**Placement by cell class**

Scale: 4 px per um.
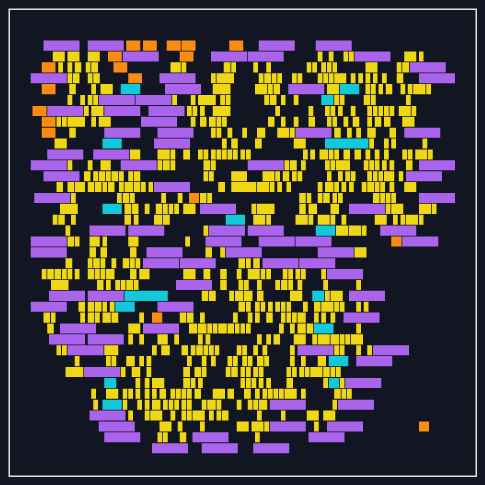
**M3 wires**

Scale: 2 px per um.
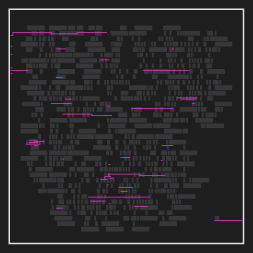
==> src/rtl/traffic_pkg.sv <==
// ----------------------------------------------------------------------------
// traffic_pkg
// Definitions shared by the traffic_light controller and its input front-end
// (input_conditioner):
//   - default board and debounce timing constants;
//   - the sample-strobe divisor calculation;
//   - the pedestrian-button supervision state encoding.
// No ports (package).
// ----------------------------------------------------------------------------
package traffic_pkg;

  // Board clock, shared with traffic_light so both blocks agree on timing.
  localparam int DEFAULT_CLK_FREQ_HZ      = 100_000_000;
  // Debounce sampling rate (one strobe per millisecond by default).
  localparam int DEFAULT_SAMPLE_HZ        = 1_000;
  // Consecutive disagreeing samples before a debounced level changes.
  localparam int DEFAULT_DEBOUNCE_SAMPLES = 8;
  // Samples the button may stay pressed before it is reported stuck.
  localparam int DEFAULT_STUCK_SAMPLES    = 30_000;

  // Widths of the internal counters.
  localparam int DIV_CNT_W  = 32;
  localparam int DEB_CNT_W  = 8;
  localparam int HOLD_CNT_W = 20;

  // Pedestrian-button supervision states.
  typedef enum logic [1:0] {
    BTN_IDLE  = 2'd0,
    BTN_HELD  = 2'd1,
    BTN_STUCK = 2'd2
  } btn_state_t;

  // Clock cycles per debounce sample. The caller must keep the result >= 2.
  function automatic int calc_divisor(input int clk_hz, input int sample_hz);
    return clk_hz / sample_hz;
  endfunction

endpackage : traffic_pkg

==> src/rtl/debounce_filter.sv <==
// ----------------------------------------------------------------------------
// debounce_filter
// Debounces one already-synchronized input. The input is looked at only on
// sample strobes. The debounced level flips after DEBOUNCE_SAMPLES
// consecutive samples that disagree with it. Any agreeing sample restarts
// the count.
//
// Ports:
//   clk       in   1  clock, rising edge
//   reset     in   1  asynchronous active-low reset
//   strobe    in   1  one-cycle sample strobe
//   din_sync  in   1  synchronized raw input
//   dout      out  1  debounced level (registered)
// ----------------------------------------------------------------------------
module debounce_filter
  import traffic_pkg::*;
#(
  parameter int DEBOUNCE_SAMPLES = DEFAULT_DEBOUNCE_SAMPLES
) (
  input  logic clk,
  input  logic reset,
  input  logic strobe,
  input  logic din_sync,
  output logic dout
);

  // Value of cnt_r at which the next disagreeing sample completes the run.
  localparam logic [DEB_CNT_W-1:0] CNT_LAST = DEB_CNT_W'(DEBOUNCE_SAMPLES - 1);

  logic [DEB_CNT_W-1:0] cnt_r;
  logic                 stable_r;

  // Count consecutive disagreeing samples and flip the stable level at the end of the run.
  always_ff @(posedge clk or negedge reset) begin
    if (!reset) begin
      cnt_r    <= {DEB_CNT_W{1'b0}};
      stable_r <= 1'b0;
    end else if (strobe) begin
      if (din_sync != stable_r) begin
        // cnt_r holds the disagreeing samples already seen. This sample
        // completes the run when cnt_r has reached CNT_LAST.
        if (cnt_r == CNT_LAST) begin
          stable_r <= din_sync;
          cnt_r    <= {DEB_CNT_W{1'b0}};
        end else begin
          cnt_r    <= cnt_r + {{(DEB_CNT_W-1){1'b0}}, 1'b1};
        end
      end else begin
        cnt_r <= {DEB_CNT_W{1'b0}};
      end
    end else begin
      cnt_r    <= cnt_r;
      stable_r <= stable_r;
    end
  end

  assign dout = stable_r;

endmodule : debounce_filter

==> src/rtl/input_conditioner.sv <==
// ----------------------------------------------------------------------------
// input_conditioner
// Front-end for traffic_light. It synchronizes and debounces the raw
// pedestrian button and the raw maintenance key-switch. It then produces:
//   - a clean maintenance level;
//   - a latched pedestrian request, cleared by the controller's acknowledge;
//   - a stuck-button fault flag;
//   - a saturating count of accepted presses.
//
// Ports:
//   clk           in   1  board clock, rising edge
//   reset         in   1  asynchronous active-low reset
//   ped_btn_raw   in   1  raw pedestrian button (asynchronous, active-high)
//   maint_sw_raw  in   1  raw maintenance switch (asynchronous, active-high)
//   ped_ack       in   1  one-cycle walk-granted pulse from the controller
//   MAINT         out  1  debounced maintenance level
//   ped_req       out  1  latched pedestrian request
//   btn_fault     out  1  button held beyond STUCK_SAMPLES samples
//   ped_count     out  8  saturating count of accepted presses
// ----------------------------------------------------------------------------
module input_conditioner
  import traffic_pkg::*;
#(
  parameter int CLK_FREQ_HZ      = DEFAULT_CLK_FREQ_HZ,
  parameter int SAMPLE_HZ        = DEFAULT_SAMPLE_HZ,
  parameter int DEBOUNCE_SAMPLES = DEFAULT_DEBOUNCE_SAMPLES,
  parameter int STUCK_SAMPLES    = DEFAULT_STUCK_SAMPLES
) (
  input  logic       clk,
  input  logic       reset,
  input  logic       ped_btn_raw,
  input  logic       maint_sw_raw,
  input  logic       ped_ack,
  output logic       MAINT,
  output logic       ped_req,
  output logic       btn_fault,
  output logic [7:0] ped_count
);

  localparam int DIVISOR = calc_divisor(CLK_FREQ_HZ, SAMPLE_HZ);
  localparam logic [DIV_CNT_W-1:0]  DIV_LAST  = DIV_CNT_W'(DIVISOR - 1);
  localparam logic [HOLD_CNT_W-1:0] HOLD_LAST = HOLD_CNT_W'(STUCK_SAMPLES - 1);

  // Synchronizer stages.
  logic btn_meta_r;
  logic btn_sync_r;
  logic maint_meta_r;
  logic maint_sync_r;

  // Sample strobe.
  logic [DIV_CNT_W-1:0] div_cnt_r;
  logic                 strobe_s;

  // Debounced levels.
  logic btn_stable_s;
  logic maint_stable_s;

  // Button supervision.
  btn_state_t             btn_state_r;
  logic [HOLD_CNT_W-1:0]  hold_cnt_r;
  logic                   btn_fault_r;
  logic                   pressed_evt_s;

  // Request latch.
  logic       ped_req_r;
  logic [7:0] ped_count_r;

  // Two-flop synchronizers for both raw asynchronous inputs.
  always_ff @(posedge clk or negedge reset) begin
    if (!reset) begin
      btn_meta_r   <= 1'b0;
      btn_sync_r   <= 1'b0;
      maint_meta_r <= 1'b0;
      maint_sync_r <= 1'b0;
    end else begin
      btn_meta_r   <= ped_btn_raw;
      btn_sync_r   <= btn_meta_r;
      maint_meta_r <= maint_sw_raw;
      maint_sync_r <= maint_meta_r;
    end
  end

  // The strobe is high for the single cycle in which the divider sits at its last count.
  assign strobe_s = (div_cnt_r == DIV_LAST);

  // Free-running sample divider, 0..DIVISOR-1.
  always_ff @(posedge clk or negedge reset) begin
    if (!reset) begin
      div_cnt_r <= {DIV_CNT_W{1'b0}};
    end else if (strobe_s) begin
      div_cnt_r <= {DIV_CNT_W{1'b0}};
    end else begin
      div_cnt_r <= div_cnt_r + {{(DIV_CNT_W-1){1'b0}}, 1'b1};
    end
  end

  debounce_filter #(
    .DEBOUNCE_SAMPLES (DEBOUNCE_SAMPLES)
  ) u_btn_filter (
    .clk      (clk),
    .reset    (reset),
    .strobe   (strobe_s),
    .din_sync (btn_sync_r),
    .dout     (btn_stable_s)
  );

  debounce_filter #(
    .DEBOUNCE_SAMPLES (DEBOUNCE_SAMPLES)
  ) u_maint_filter (
    .clk      (clk),
    .reset    (reset),
    .strobe   (strobe_s),
    .din_sync (maint_sync_r),
    .dout     (maint_stable_s)
  );

  // The FSM only returns to BTN_IDLE once the stable level is low. Seeing
  // a high level while idle therefore means a fresh debounced rise. That
  // cycle is the single-cycle press event.
  assign pressed_evt_s = (btn_state_r == BTN_IDLE) && btn_stable_s;

  // Button supervision: press detection, hold timing and stuck flagging.
  always_ff @(posedge clk or negedge reset) begin
    if (!reset) begin
      btn_state_r <= BTN_IDLE;
      hold_cnt_r  <= {HOLD_CNT_W{1'b0}};
      btn_fault_r <= 1'b0;
    end else begin
      case (btn_state_r)
        BTN_IDLE: begin
          btn_fault_r <= 1'b0;
          if (btn_stable_s) begin
            btn_state_r <= BTN_HELD;
            hold_cnt_r  <= {HOLD_CNT_W{1'b0}};
          end else begin
            btn_state_r <= BTN_IDLE;
          end
        end
        BTN_HELD: begin
          if (!btn_stable_s) begin
            btn_state_r <= BTN_IDLE;
          end else if (strobe_s) begin
            if (hold_cnt_r == HOLD_LAST) begin
              btn_state_r <= BTN_STUCK;
              btn_fault_r <= 1'b1;
            end else begin
              hold_cnt_r <= hold_cnt_r + {{(HOLD_CNT_W-1){1'b0}}, 1'b1};
            end
          end else begin
            btn_state_r <= BTN_HELD;
          end
        end
        BTN_STUCK: begin
          // hold_cnt_r is frozen here, so it never wraps on a long hold.
          if (!btn_stable_s) begin
            btn_state_r <= BTN_IDLE;
            btn_fault_r <= 1'b0;
          end else begin
            btn_state_r <= BTN_STUCK;
            btn_fault_r <= 1'b1;
          end
        end
        default: begin
          btn_state_r <= BTN_IDLE;
          hold_cnt_r  <= {HOLD_CNT_W{1'b0}};
          btn_fault_r <= 1'b0;
        end
      endcase
    end
  end

  // Request latch and press counter. Maintenance overrides everything.
  // A press beats a simultaneous acknowledge, so no press is lost.
  always_ff @(posedge clk or negedge reset) begin
    if (!reset) begin
      ped_req_r   <= 1'b0;
      ped_count_r <= 8'd0;
    end else if (maint_stable_s) begin
      ped_req_r   <= 1'b0;
    end else if (pressed_evt_s) begin
      ped_req_r   <= 1'b1;
      if (ped_count_r != 8'hFF) begin
        ped_count_r <= ped_count_r + 8'd1;
      end else begin
        ped_count_r <= ped_count_r;
      end
    end else if (ped_ack) begin
      ped_req_r   <= 1'b0;
    end else begin
      ped_req_r   <= ped_req_r;
    end
  end

  assign MAINT     = maint_stable_s;
  assign ped_req   = ped_req_r;
  assign btn_fault = btn_fault_r;
  assign ped_count = ped_count_r;

endmodule : input_conditioner

==> config.mk <==
export PLATFORM = sky130hd
export DESIGN_NAME = input_conditioner
export DESIGN_NICKNAME = d
export VERILOG_FILES = /design/src/rtl/traffic_pkg.sv /design/src/rtl/debounce_filter.sv /design/src/rtl/input_conditioner.sv
export SDC_FILE = /design/constraint.sdc
export NUM_CORES = 1
export LEC_CHECK = 0
export ABC_AREA = 1
export CORE_MARGIN = 5
export CORE_UTILIZATION = 45
export CTS_BUF_LIST = sky130_fd_sc_hd__clkbuf_8
export DETAILED_ROUTE_END_ITERATION = 8
export SLEW_MARGIN = 10
export SYNTH_ARGS = -nofsm -noshare
export SYNTH_HDL_FRONTEND = slang
export SYNTH_SLANG_ARGS = --single-unit
==> constraint.sdc <==
create_clock -name clk -period 3.4 [get_ports clk]
set_input_delay 0.68 -clock clk [delete_from_list [all_inputs] [get_ports clk]]
set_output_delay 0.68 -clock clk [all_outputs]
set_load 0.02 [all_outputs]
==> flow_summary.toml <==
# physical design summary
[placed_design]
gp_congestion = 0.939
placedInstanceArea_um2 = 5360
hpwl_um = 8110

[die]
std_cell_rows = 38
die-width_um = 116
core_um2 = 11000
die-area_um2 = 13500

[cells_and_area]
seq_area_um2 = 2150
drive_above_1_share_pct = 7.53
layout.nets = 726
post-route-util_pct = 50.9
fill_cells = 1103
insertedDiodeCount = 0

[final_timing]
worst_pin_slew_ns = 0.902
setup_tns_ns = 0
fmax_mhz = 423
period_used_pct = 69.6
fin_skew_ns = 0.0113
whs_ns = 0.261
slew_violations = 0
post-route-min-period_ns = 2.37
rsz0062_at_grt = "false"
relSlewSlack_pct = 39.9
final_hold_viol_count = 0

[run]
tool_warnings = 29
maxCapViolations = 0

[power]
power_frac_comb_pct = 1.7
power_frac_seq_pct = 54.4
p_leak_uw = 0.00262
p_sw_uw = 415
switching_share_pct = 22.0
power_uw = 1890

[routing]
drc = 0
dr.pass1.iters = 5
ant_nets = 0
wire_per_inst_um = 12.6

[critical_path]
crit_start = "div_cnt_r[0]$_DFF_PN0_"
path_delay_family = "simple AND/OR/NAND/NOR gates"
reg2reg_from = "div_cnt_r[0]$_DFF_PN0_"
crit_type = "register to register"
required_ns = 3.66
worst-path-max-fanout = 36
r2r_cells = 10
critPathSlowestCell = "dfrtp_1"
max_stage_delay_ns = 0.39
reg2reg_slack_ns = 1.03
cp_cell_sequence = "ha_1 > nand2_2 > nor2_2 > nand3_1 > nor2_2 > nand2_2 > nand2_4 > nand3_4 > nand2_1 > o21ai_2"
startpoint_type = "register"
arrival_ns = 2.63
worst_r2r_endpoint = "hold_cnt_r[8]$_DFFE_PN0P_"
path_buffers = 0

[synthesis]
ff_type = "dfrtp_1"
yosys.stat.chipArea_um2 = 5090
top_cell = "nand2_1"
ys_cells = 693
yosysWarnings = 0
syn_area_um2 = 5090
syn_inst = 693
fp_nets = 707
synth_top_area_share_pct = 42.3
yosysUniqueCellTypes = 30
synthArstFlopShare_pct = 100
synth-seq-area-share_pct = 42.3
postSynthAreaPerCell_um2 = 7.34
ys_ff = 86

[global_routing]
grt_usage_pct = 17.4
grt_max_degree = 38
grt_pass1_wl_um = 18800
grt_pass1_vias = 4079
antenna_found_initial = 0

[cts]
cts_num_sinks = 86
h-tree-depth = 3
clk_pin_slew_ns = 0.09
clk_latency_ns = 0.37
cts.repair.resized = 0
root_buffer = "clkbuf_8"
cts_setup_buffers = 0
cts_tree = "built"
numCtsBuffers = 9

[outcome]
status = "completed"
-- 'placement by cell class' (at the start) --
clock drivers and dummy loads -> cyan  # cells 16, share of their area 4.3%
flops -> purple  # cells 86, share of their area 40%
all other logic -> yellow  # cells 597, share of their area 53%
other buffers and delay cells -> orange  # cells 18, share of their area 3.1%

-- 'M3 wires' (at the start) --
main direction = horizontal
wire length on this layer = 319 um
longest straight run = 30.4 um
met3 Usage GRT: 2.64%
routed vias: 4,263
WL final: 10,800 um

[layout by cell type, fill, tap and decap left out]
cell type and count:
nand2_1 183, inv_1 101, nor2_1 98, dfrtp_1 86
nand3_1 47, xor2_1 31, nor3_1 29, o21ai_0 24
o21ai_2 16, clkdlybuf4s50_1 14, nand4_1 11, clkbuf_8 10
a21oi_1 9, ha_1 9, nor2_2 7, xnor2_1 7
o21a_1 6, nand2_2 4, buf_4 4, inv_2 2
nand3_2 2, nor4_1 2, o21ai_1 2, clkinv_4 2
bufinv_16 2, nand3b_1 1, clkinv_1 1, nand2_4 1
nand3_4 1, o211ai_1 1, o31ai_1 1, or2_2 1
clkinvlp_4 1, inv_6 1
[state kept, by name, indices dropped and copies added (netlist names)]
signal	count
u_btn_filter.dout	1
btn_sync_r	1
hold_cnt_r	20
btn_fault	1
u_btn_filter.cnt_r	8
maint_sync_r	1
btn_meta_r	1
ped_count	8
maint_meta_r	1
ped_req	1
u_maint_filter.dout	1
btn_state_r	2
u_maint_filter.cnt_r	8
div_cnt_r	32
[stage by stage]
stage	setup slack, ns	cells
2_1_floorplan	1.79	693
3_3_place_gp	1.11	841
3_5_place_dp	1.01	841
4_1_cts	1.01	857
5_1_grt	0.780	857
6_report	1.03	857
[power by group through the flow]
stage	clock (uW)	sequential, uW	combinational [uW]
6_report	828	1030	32.8
2_1_floorplan	0	1050	5.69
5_1_grt	902	1030	39.2
3_5_place_dp	0	1050	35.0
4_1_cts	860	1030	35.1
3_3_place_gp	0	1050	34.4
[worst max path at each step]
stage                                             to  cells past startpoint  slack (ns)
final                      hold_cnt_r[8]$_DFFE_PN0P_                     10        1.03
after global routing      hold_cnt_r[12]$_DFFE_PN0P_                     10        0.78
after CTS                  hold_cnt_r[8]$_DFFE_PN0P_                     10        1.01
after detailed placement   hold_cnt_r[8]$_DFFE_PN0P_                     10        1.01
after global placement     hold_cnt_r[5]$_DFFE_PN0P_                     10        1.11
after floorplan            hold_cnt_r[6]$_DFFE_PN0P_                      9        1.79
[per-layer routing]
| layer | track usage, % | up-vias | share of wire, % |
|---|---|---|---|
| li1 | - | 2205 | - |
| met1 | 24.9 | 1975 | 51 |
| met2 | 26.7 | 66 | 44 |
| met3 | 2.64 | 17 | 3.0 |
| met4 | 6.57 | 0 | 1.8 |
| met5 | 0 | - | 0 |
[cell type report]
cell class / count / area share (%)
Multi-Input combinational cell: 493 / 44.2
Sequential cell: 86 / 38.5
Inverter: 104 / 6.99
Tap cell: 140 / 3.13
Timing Repair Buffer: 18 / 3.05
Clock buffer: 10 / 2.46
Clock inverter: 6 / 1.68
[logic make-up (layout without fill, tap and decap cells)]
kind of cell | after synthesis | after routing | share of synthesized area (%)
and+or+nand+nor | 387 | 387 | 32.4
buffers and inverters | 114 | 138 | 9.22
DFF | 86 | 86 | 42.3
AOI/OAI and AO/OA | 59 | 59 | 7.37
xor gates and xnor gates | 38 | 38 | 6.54
adders and majority gates | 9 | 9 | 2.21
